run_1/congestion_map.png
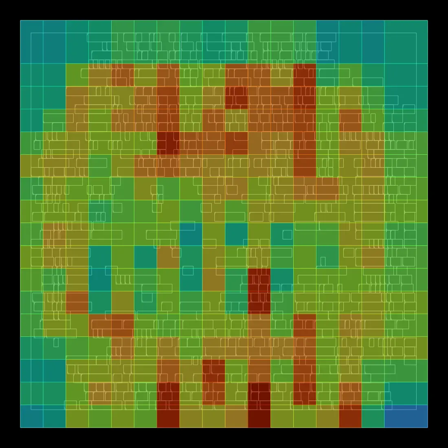
run_1/clock_wires.png
Scale: 4 px per um.
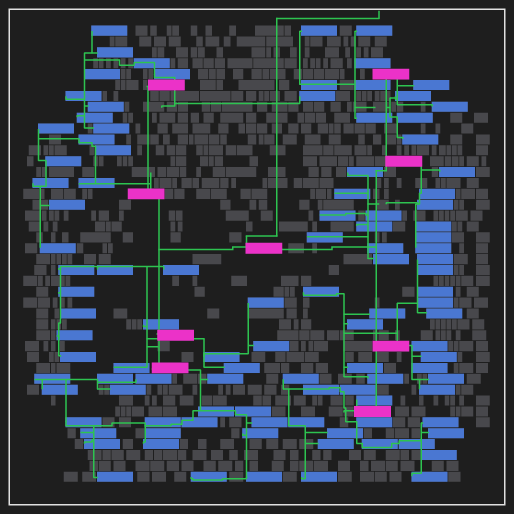
run_1/gates.png
Scale: 3 px per um.
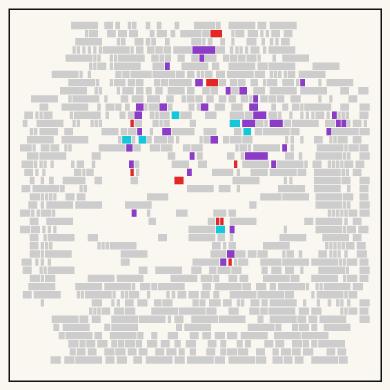
### src/rtl/apb_mem_pkg.sv
// Shared types and helpers for the APB memory completer front-end.
//   state_e        : controller FSM states
//   NB             : byte lanes of the default 32-bit data path
//   addr_in_range  : true when a whole NB-byte access fits below end_addr
package apb_mem_pkg;

  localparam int unsigned APB_ADDR_SIZE = 32;
  localparam int unsigned APB_DATA_SIZE = 32;
  localparam int unsigned NB            = APB_DATA_SIZE / 8;

  typedef enum logic [1:0] {
    ST_IDLE = 2'd0,
    ST_REQ  = 2'd1,
    ST_WAIT = 2'd2,
    ST_RESP = 2'd3
  } state_e;

  // Sum is formed one bit wider than the operands so the last byte address never wraps.
  function automatic logic addr_in_range(input logic [63:0] addr,
                                         input logic [63:0] nb,
                                         input logic [63:0] end_addr);
    logic [64:0] last;
    last = {1'b0, addr} + {1'b0, nb} - 65'd1;
    return (last <= {1'b0, end_addr});
  endfunction

endpackage

### src/rtl/apb_mem_slave_ctrl_if.sv
// APB3 bus bundle between the interconnect (master) and the memory front-end (slave).
//   PSEL/PENABLE/PWRITE/PADDR/PWDATA/PSTRB : requester -> completer
//   PRDATA/PREADY/PSLVERR                  : completer -> requester
interface apb_mem_slave_ctrl_if #(
  parameter int unsigned ADDR_SIZE = 32,
  parameter int unsigned DATA_SIZE = 32
) ();

  localparam int unsigned STRB_W = DATA_SIZE / 8;

  logic                 PSEL;
  logic                 PENABLE;
  logic                 PWRITE;
  logic [ADDR_SIZE-1:0] PADDR;
  logic [DATA_SIZE-1:0] PWDATA;
  logic [STRB_W-1:0]    PSTRB;
  logic [DATA_SIZE-1:0] PRDATA;
  logic                 PREADY;
  logic                 PSLVERR;

  modport master (
    output PSEL, PENABLE, PWRITE, PADDR, PWDATA, PSTRB,
    input  PRDATA, PREADY, PSLVERR
  );

  modport slave (
    input  PSEL, PENABLE, PWRITE, PADDR, PWDATA, PSTRB,
    output PRDATA, PREADY, PSLVERR
  );

endinterface

### src/rtl/apb_mem_wdog.sv
// Wait-state watchdog for the memory front-end (built only with APB_MEM_TIMEOUT_EN).
//   PCLK/PRESETn : clock, async active-low reset
//   clear        : return count to zero
//   en           : count one cycle
//   expired_c    : en is high on the TIMEOUT_CYCLES-th counted cycle
`ifdef APB_MEM_TIMEOUT_EN
module apb_mem_wdog #(
  parameter int unsigned TIMEOUT_CYCLES = 64
) (
  input  logic PCLK,
  input  logic PRESETn,
  input  logic clear,
  input  logic en,
  output logic expired_c
);

  localparam int unsigned CNT_W = $clog2(TIMEOUT_CYCLES + 1);

  logic [CNT_W-1:0] count_q, count_d;

  assign expired_c = en && (count_q == CNT_W'(TIMEOUT_CYCLES - 1));

  // Counter saturates at the expiry value.
  always_comb begin
    count_d = count_q;
    if (clear) begin
      count_d = '0;
    end else if (en && !expired_c) begin
      count_d = count_q + CNT_W'(1);
    end
  end

  always_ff @(posedge PCLK or negedge PRESETn) begin
    if (!PRESETn) begin
      count_q <= '0;
    end else begin
      count_q <= count_d;
    end
  end

endmodule
`endif

### src/rtl/apb_mem_slave_ctrl.sv
// APB3 completer front-end for the byte-serial slave memory.
// Turns each APB transfer into one write_init/read_init pulse, holds PREADY low until the
// memory reports completion, then returns PRDATA/PSLVERR for a single access cycle.
// Ports:
//   PCLK, PRESETn           : clock, async active-low reset
//   apb (slave modport)     : APB3 bus (PSEL..PSTRB in, PRDATA/PREADY/PSLVERR out)
//   mem_addr/wdata/strb     : latched request to memory (strobe zero on reads)
//   mem_rdata               : memory read data, valid with read_finished
//   write_init/read_init    : one-cycle request pulses
//   write_finished/read_finished : one-cycle completion pulses from memory
// Build option: APB_MEM_TIMEOUT_EN adds a TIMEOUT_CYCLES watchdog on the WAIT state.
module apb_mem_slave_ctrl
  import apb_mem_pkg::*;
#(
  parameter int unsigned ADDR_SIZE = APB_ADDR_SIZE,
  parameter int unsigned DATA_SIZE = APB_DATA_SIZE,
  parameter int unsigned END_ADDR  = 4095
`ifdef APB_MEM_TIMEOUT_EN
  , parameter int unsigned TIMEOUT_CYCLES = 64
`endif
) (
  input  logic                   PCLK,
  input  logic                   PRESETn,
  apb_mem_slave_ctrl_if.slave    apb,
  output logic [ADDR_SIZE-1:0]   mem_addr,
  output logic [DATA_SIZE-1:0]   mem_wdata,
  output logic [DATA_SIZE/8-1:0] mem_strb,
  input  logic [DATA_SIZE-1:0]   mem_rdata,
  output logic                   write_init,
  input  logic                   write_finished,
  output logic                   read_init,
  input  logic                   read_finished
);

  localparam int unsigned NB_LANES = DATA_SIZE / 8;

  state_e                state_q, state_d;
  logic                  is_write_q, is_write_d;
  logic [ADDR_SIZE-1:0]  mem_addr_q, mem_addr_d;
  logic [DATA_SIZE-1:0]  mem_wdata_q, mem_wdata_d;
  logic [NB_LANES-1:0]   mem_strb_q, mem_strb_d;
  logic                  write_init_q, write_init_d;
  logic                  read_init_q, read_init_d;
  logic [DATA_SIZE-1:0]  prdata_q, prdata_d;
  logic                  pslverr_q, pslverr_d;
  logic                  in_range_c;
  logic                  timeout_c;

  assign in_range_c = addr_in_range(64'(apb.PADDR), 64'(NB_LANES), 64'(END_ADDR));

`ifdef APB_MEM_TIMEOUT_EN
  // Counts only while waiting; any other state rearms it.
  apb_mem_wdog #(
    .TIMEOUT_CYCLES (TIMEOUT_CYCLES)
  ) u_wdog (
    .PCLK      (PCLK),
    .PRESETn   (PRESETn),
    .clear     (state_q != ST_WAIT),
    .en        (state_q == ST_WAIT),
    .expired_c (timeout_c)
  );
`else
  assign timeout_c = 1'b0;
`endif

  // Next-state and output logic; response data/error live only for the RESP cycle.
  always_comb begin
    state_d      = state_q;
    is_write_d   = is_write_q;
    mem_addr_d   = mem_addr_q;
    mem_wdata_d  = mem_wdata_q;
    mem_strb_d   = mem_strb_q;
    write_init_d = 1'b0;
    read_init_d  = 1'b0;
    prdata_d     = '0;
    pslverr_d    = 1'b0;

    unique case (state_q)
      ST_IDLE: begin
        if (apb.PSEL && !apb.PENABLE) begin
          is_write_d  = apb.PWRITE;
          mem_addr_d  = apb.PADDR;
          mem_wdata_d = apb.PWDATA;
          mem_strb_d  = apb.PWRITE ? apb.PSTRB : '0;
          if (in_range_c) begin
            state_d      = ST_REQ;
            write_init_d = apb.PWRITE;
            read_init_d  = !apb.PWRITE;
          end else begin
            state_d   = ST_RESP;
            pslverr_d = 1'b1;
          end
        end
      end
      ST_REQ: begin
        state_d = ST_WAIT;
      end
      ST_WAIT: begin
        // Completion of the other type is not ours and is ignored.
        if (is_write_q && write_finished) begin
          state_d = ST_RESP;
        end else if (!is_write_q && read_finished) begin
          state_d  = ST_RESP;
          prdata_d = mem_rdata;
        end else if (timeout_c) begin
          state_d   = ST_RESP;
          pslverr_d = 1'b1;
        end
      end
      ST_RESP: begin
        state_d = ST_IDLE;
      end
      default: begin
        state_d = ST_IDLE;
      end
    endcase
  end

  always_ff @(posedge PCLK or negedge PRESETn) begin
    if (!PRESETn) begin
      state_q      <= ST_IDLE;
      is_write_q   <= 1'b0;
      mem_addr_q   <= '0;
      mem_wdata_q  <= '0;
      mem_strb_q   <= '0;
      write_init_q <= 1'b0;
      read_init_q  <= 1'b0;
      prdata_q     <= '0;
      pslverr_q    <= 1'b0;
    end else begin
      state_q      <= state_d;
      is_write_q   <= is_write_d;
      mem_addr_q   <= mem_addr_d;
      mem_wdata_q  <= mem_wdata_d;
      mem_strb_q   <= mem_strb_d;
      write_init_q <= write_init_d;
      read_init_q  <= read_init_d;
      prdata_q     <= prdata_d;
      pslverr_q    <= pslverr_d;
    end
  end

  // PREADY is qualified by the live access phase so an aborted transfer sees no pulse.
  assign apb.PREADY  = (state_q == ST_RESP) && apb.PSEL && apb.PENABLE;
  assign apb.PRDATA  = prdata_q;
  assign apb.PSLVERR = pslverr_q;

  assign mem_addr   = mem_addr_q;
  assign mem_wdata  = mem_wdata_q;
  assign mem_strb   = mem_strb_q;
  assign write_init = write_init_q;
  assign read_init  = read_init_q;

endmodule

### src/flat_wrapper.sv
// flat-port wrapper written by rule: the top's interface ports become plain ports
module apb_mem_slave_ctrl_flat import apb_mem_pkg::*;
#(
  parameter int unsigned ADDR_SIZE = APB_ADDR_SIZE,
  parameter int unsigned DATA_SIZE = APB_DATA_SIZE,
  parameter int unsigned END_ADDR  = 4095

)
  (PCLK, PRESETn, mem_addr, mem_wdata, mem_strb, mem_rdata, write_init, write_finished, read_init, read_finished, apb_PSEL, apb_PENABLE, apb_PWRITE, apb_PADDR, apb_PWDATA, apb_PSTRB, apb_PRDATA, apb_PREADY, apb_PSLVERR);
  apb_mem_slave_ctrl_if #(.ADDR_SIZE(ADDR_SIZE), .DATA_SIZE(DATA_SIZE)) apb_i ();
  input  logic PCLK;
  input  logic PRESETn;
  output logic [ADDR_SIZE-1:0] mem_addr;
  output logic [DATA_SIZE-1:0] mem_wdata;
  output logic [DATA_SIZE/8-1:0] mem_strb;
  input  logic [DATA_SIZE-1:0] mem_rdata;
  output logic write_init;
  input  logic write_finished;
  output logic read_init;
  input  logic read_finished;
  input wire logic [$bits(apb_i.PSEL)-1:0] apb_PSEL;
  input wire logic [$bits(apb_i.PENABLE)-1:0] apb_PENABLE;
  input wire logic [$bits(apb_i.PWRITE)-1:0] apb_PWRITE;
  input wire logic [$bits(apb_i.PADDR)-1:0] apb_PADDR;
  input wire logic [$bits(apb_i.PWDATA)-1:0] apb_PWDATA;
  input wire logic [$bits(apb_i.PSTRB)-1:0] apb_PSTRB;
  output wire logic [$bits(apb_i.PRDATA)-1:0] apb_PRDATA;
  output wire logic [$bits(apb_i.PREADY)-1:0] apb_PREADY;
  output wire logic [$bits(apb_i.PSLVERR)-1:0] apb_PSLVERR;
  assign apb_i.PSEL = apb_PSEL;
  assign apb_i.PENABLE = apb_PENABLE;
  assign apb_i.PWRITE = apb_PWRITE;
  assign apb_i.PADDR = apb_PADDR;
  assign apb_i.PWDATA = apb_PWDATA;
  assign apb_i.PSTRB = apb_PSTRB;
  assign apb_PRDATA = apb_i.PRDATA;
  assign apb_PREADY = apb_i.PREADY;
  assign apb_PSLVERR = apb_i.PSLVERR;
  apb_mem_slave_ctrl #(.ADDR_SIZE(ADDR_SIZE), .DATA_SIZE(DATA_SIZE), .END_ADDR(END_ADDR)) u_core (.PCLK(PCLK), .PRESETn(PRESETn), .apb(apb_i), .mem_addr(mem_addr), .mem_wdata(mem_wdata), .mem_strb(mem_strb), .mem_rdata(mem_rdata), .write_init(write_init), .write_finished(write_finished), .read_init(read_init), .read_finished(read_finished));
endmodule
### config.mk
export PLATFORM = sky130hd
export DESIGN_NAME = apb_mem_slave_ctrl_flat
export DESIGN_NICKNAME = d
export VERILOG_FILES = /design/src/rtl/apb_mem_pkg.sv /design/src/rtl/apb_mem_slave_ctrl_if.sv /design/src/rtl/apb_mem_wdog.sv /design/src/rtl/apb_mem_slave_ctrl.sv /design/src/flat_wrapper.sv
export SDC_FILE = /design/constraint.sdc
export NUM_CORES = 1
export LEC_CHECK = 0
export CAP_MARGIN = 10
export CORE_MARGIN = 3
export CORE_UTILIZATION = 33
export DETAILED_ROUTE_END_ITERATION = 8
export PLACE_DENSITY = 0.79
export SYNTH_ARGS = -nofsm -noshare
export SYNTH_HDL_FRONTEND = slang
export SYNTH_HIERARCHICAL = 1
export SYNTH_SLANG_ARGS = --single-unit
### constraint.sdc
create_clock -name PCLK -period 1.7 [get_ports PCLK]
set_input_delay 0.51 -clock PCLK [delete_from_list [all_inputs] [get_ports PCLK]]
set_output_delay 0.51 -clock PCLK [all_outputs]
set_load 0.01 [all_outputs]
==> notes.md, run 1 <==
Results of the run.

The synthesized netlist devotes 0.769% of its cell area to XOR and XNOR gates. The internal portion of the total power is 6150 uW. Setup repair after global routing could not meet its margin everywhere. The final design was reported to hold multi-input combinational gates totalling 353. The dominant delay contributor by cell family on the critical path is simple AND/OR/NAND/NOR gates. The worst slack on hold paths is 68.5 ps. The post-synth register bit count is 106. The number of nets handed over by synthesis was 599. The post-route DRC violation count is 0.

For reference, the clock transition at the flip-flops on the worst setup and hold paths is 80 ps. In this run the horizontal extent of the chip is 123 um. The total of endpoints with negative setup slack in the final report is 5. The final timing report gives a worst setup slack of -456 ps. The most critical setup path has its endpoint at u_core/read_init$_DFF_PN0_. The count of input and output buffers is 210. In this run the count of I/O pins placed on the die edge is 211.

The total number of tap cells is 176. TritonCTS built the clock tree. The area of the multi-input gates is 1990 sq um.

The maximum number of pins on one net before global-route repair is 37. Summing the areas of all compound-gate instances in the mapped netlist gives 5.69% of the synthesized area. Tracing the worst setup path back leads to its startpoint at apb_PADDR[27]. The critical path depth is 8.

Hold repair after CTS inserted 0 buffers. The buffering overhead is 33.0%. The arrival time at the worst endpoint is 2420 ps. The cell type with the highest aggregate area in the netlist is dfrtp_1.

In the final report, the number of hold violations comes to 0. Yosys printed 6 warnings. The final design utilization is 58.2%.

Looking at the post-CTS report, the setup buffer insertion count equals 4. The first detailed-routing pass ran for 5 iterations. The stage-log warning count is 32. The placed instance area is 7370 sq um. The flow ran to the end, but the final reports show violations. The routability congestion estimate is 0.871. The critical path required time is 1970 ps. The class of the most critical setup path is input pin to flip-flop.

The checks that failed: setup timing. The number of enable flip-flop cells is 0. The flop count is 106.
Notes on congestion_map.png above:
wire per inst: 16.2 um
met2 usage: 34.1%
met1 layer usage reported by global route: 24.0%
Tot GR Track Use: 19.7%
busiest layer in global routing: met2

Notes on clock_wires.png above:
[clock wires] green | length: 1260 um
[clock-net drivers] magenta | count: 9
[flip-flops] blue | count: 106
flops lie: widely spread
setup skew after layout: 9.58 ps
clk ins delay skew pair: 350 ps
Clk network pwr share: 21.7%
Power Clock: 2050 uW

Notes on gates.png above:
[aoi and oai cells] purple | cells: 34 | most used: o21ai_0
[inv cells] red | cells: 9 | most used: inv_1
[non-inverting ao/oa cells] cyan | cells: 6
Commonest Layout Cell: nand2_1
filler-free cell count of the finished design: 945
Comb/total area: 25.6%

--- run 2 (diff from run 1) ---
- CORE_MARGIN: 3 -> 2
==> notes.md, run 2 <==
Results of the run.

The flow ran to the end, but the final reports show violations. The final reports fail on setup timing. The final design utilization was 58.6% (+0.34 points). The critical path in this run is classified as input pin to flip-flop. The CTS tree is done.

The multi-input combinational gate total is 353 (unchanged). The most critical setup path has its startpoint at apb_PADDR[16]. The number of I/O pins came to 211 (unchanged). Looking at the global route congestion table, the highest-usage layer is met2. The compound-gate portion of the synthesized area is 5.69% (unchanged). The end point of the critical path is u_core/read_init$_DFF_PN0_. The final tally of hold violations came to 0 (unchanged). The most common logic cell in the final layout is nand2_1. The cell type with the highest aggregate area in the netlist is dfrtp_1.

The number of enable flip-flop cells came to 0 (unchanged). The total of endpoints with negative setup slack in the final report is 5 (unchanged). The kind of cell with the highest combined delay along the critical path is simple AND/OR/NAND/NOR gates.

Setup repair after global routing could not meet its margin everywhere. The total internal power is 6170 uW (+0.39%). The flop count came to 106 (unchanged). The width of the die is 121 um (-1.6%). The hold buffer count at CTS is 0 (unchanged). The worst slack on hold paths was 94.7 ps (+26.2 ps).

The xor/xnor share of the synthesized area is 0.769% (unchanged). The maximum number of pins on one net before global-route repair is 41 (+11%). The flip-flop and latch count after synthesis is 106 (unchanged). The placed instance area is 7370 sq um (about the same). The detailed-route wire length per cell is 15.5 um (-4.2%). The synthesized net count is 599 (unchanged).

The largest clock skew in the final design is 4.97 ps (-4.60 ps). The count of input and output buffers was 210 (unchanged). The area of the multi-input gates was 1950 sq um (-2.0%). The total number of yosys warnings was 6 (unchanged). The aggregate global-route resource usage came to 20.9% (+1.2 points). The clock-pin slew reported for the worst setup and hold paths after clock tree synthesis is 70 ps (about the same). The stage-log warning count is 32 (unchanged). The setup slack of the critical path after layout is -307 ps (+149 ps). The arrival time at the worst endpoint is 2280 ps (-140 ps).

The critical path required time came to 1970 ps (about the same). The post-route DRC violation count was 0 (unchanged). The clock network power share is 20.5% (-1.2 points). The critical path depth is 9 (+1).
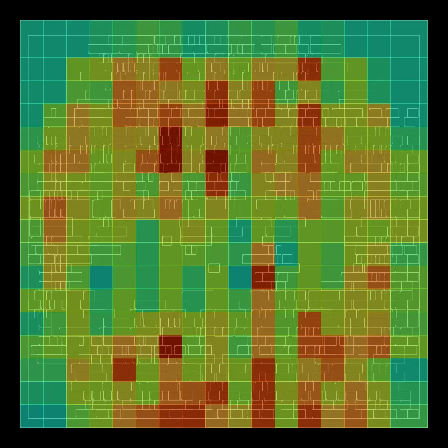
run_2/congestion_map.png
met1 layer usage reported by global route: 24.6%
met2 usage: 36.1%

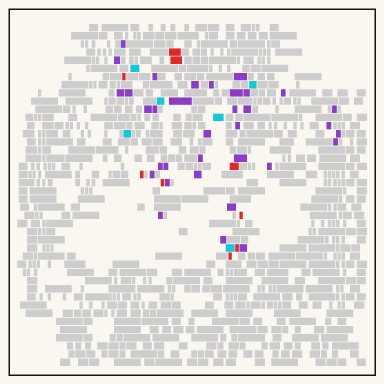
run_2/gates.png
Scale: 3 px per um.
[non-inverting ao/oa cells] cyan | cells: 6
[aoi and oai cells] purple | cells: 34 | most used: o21ai_0
[inv cells] red | cells: 9 | most used: inv_1
filler-free cell count of the finished design: 946
Comb/total area: 24.9%

Power and IR drop assume default switching activity.
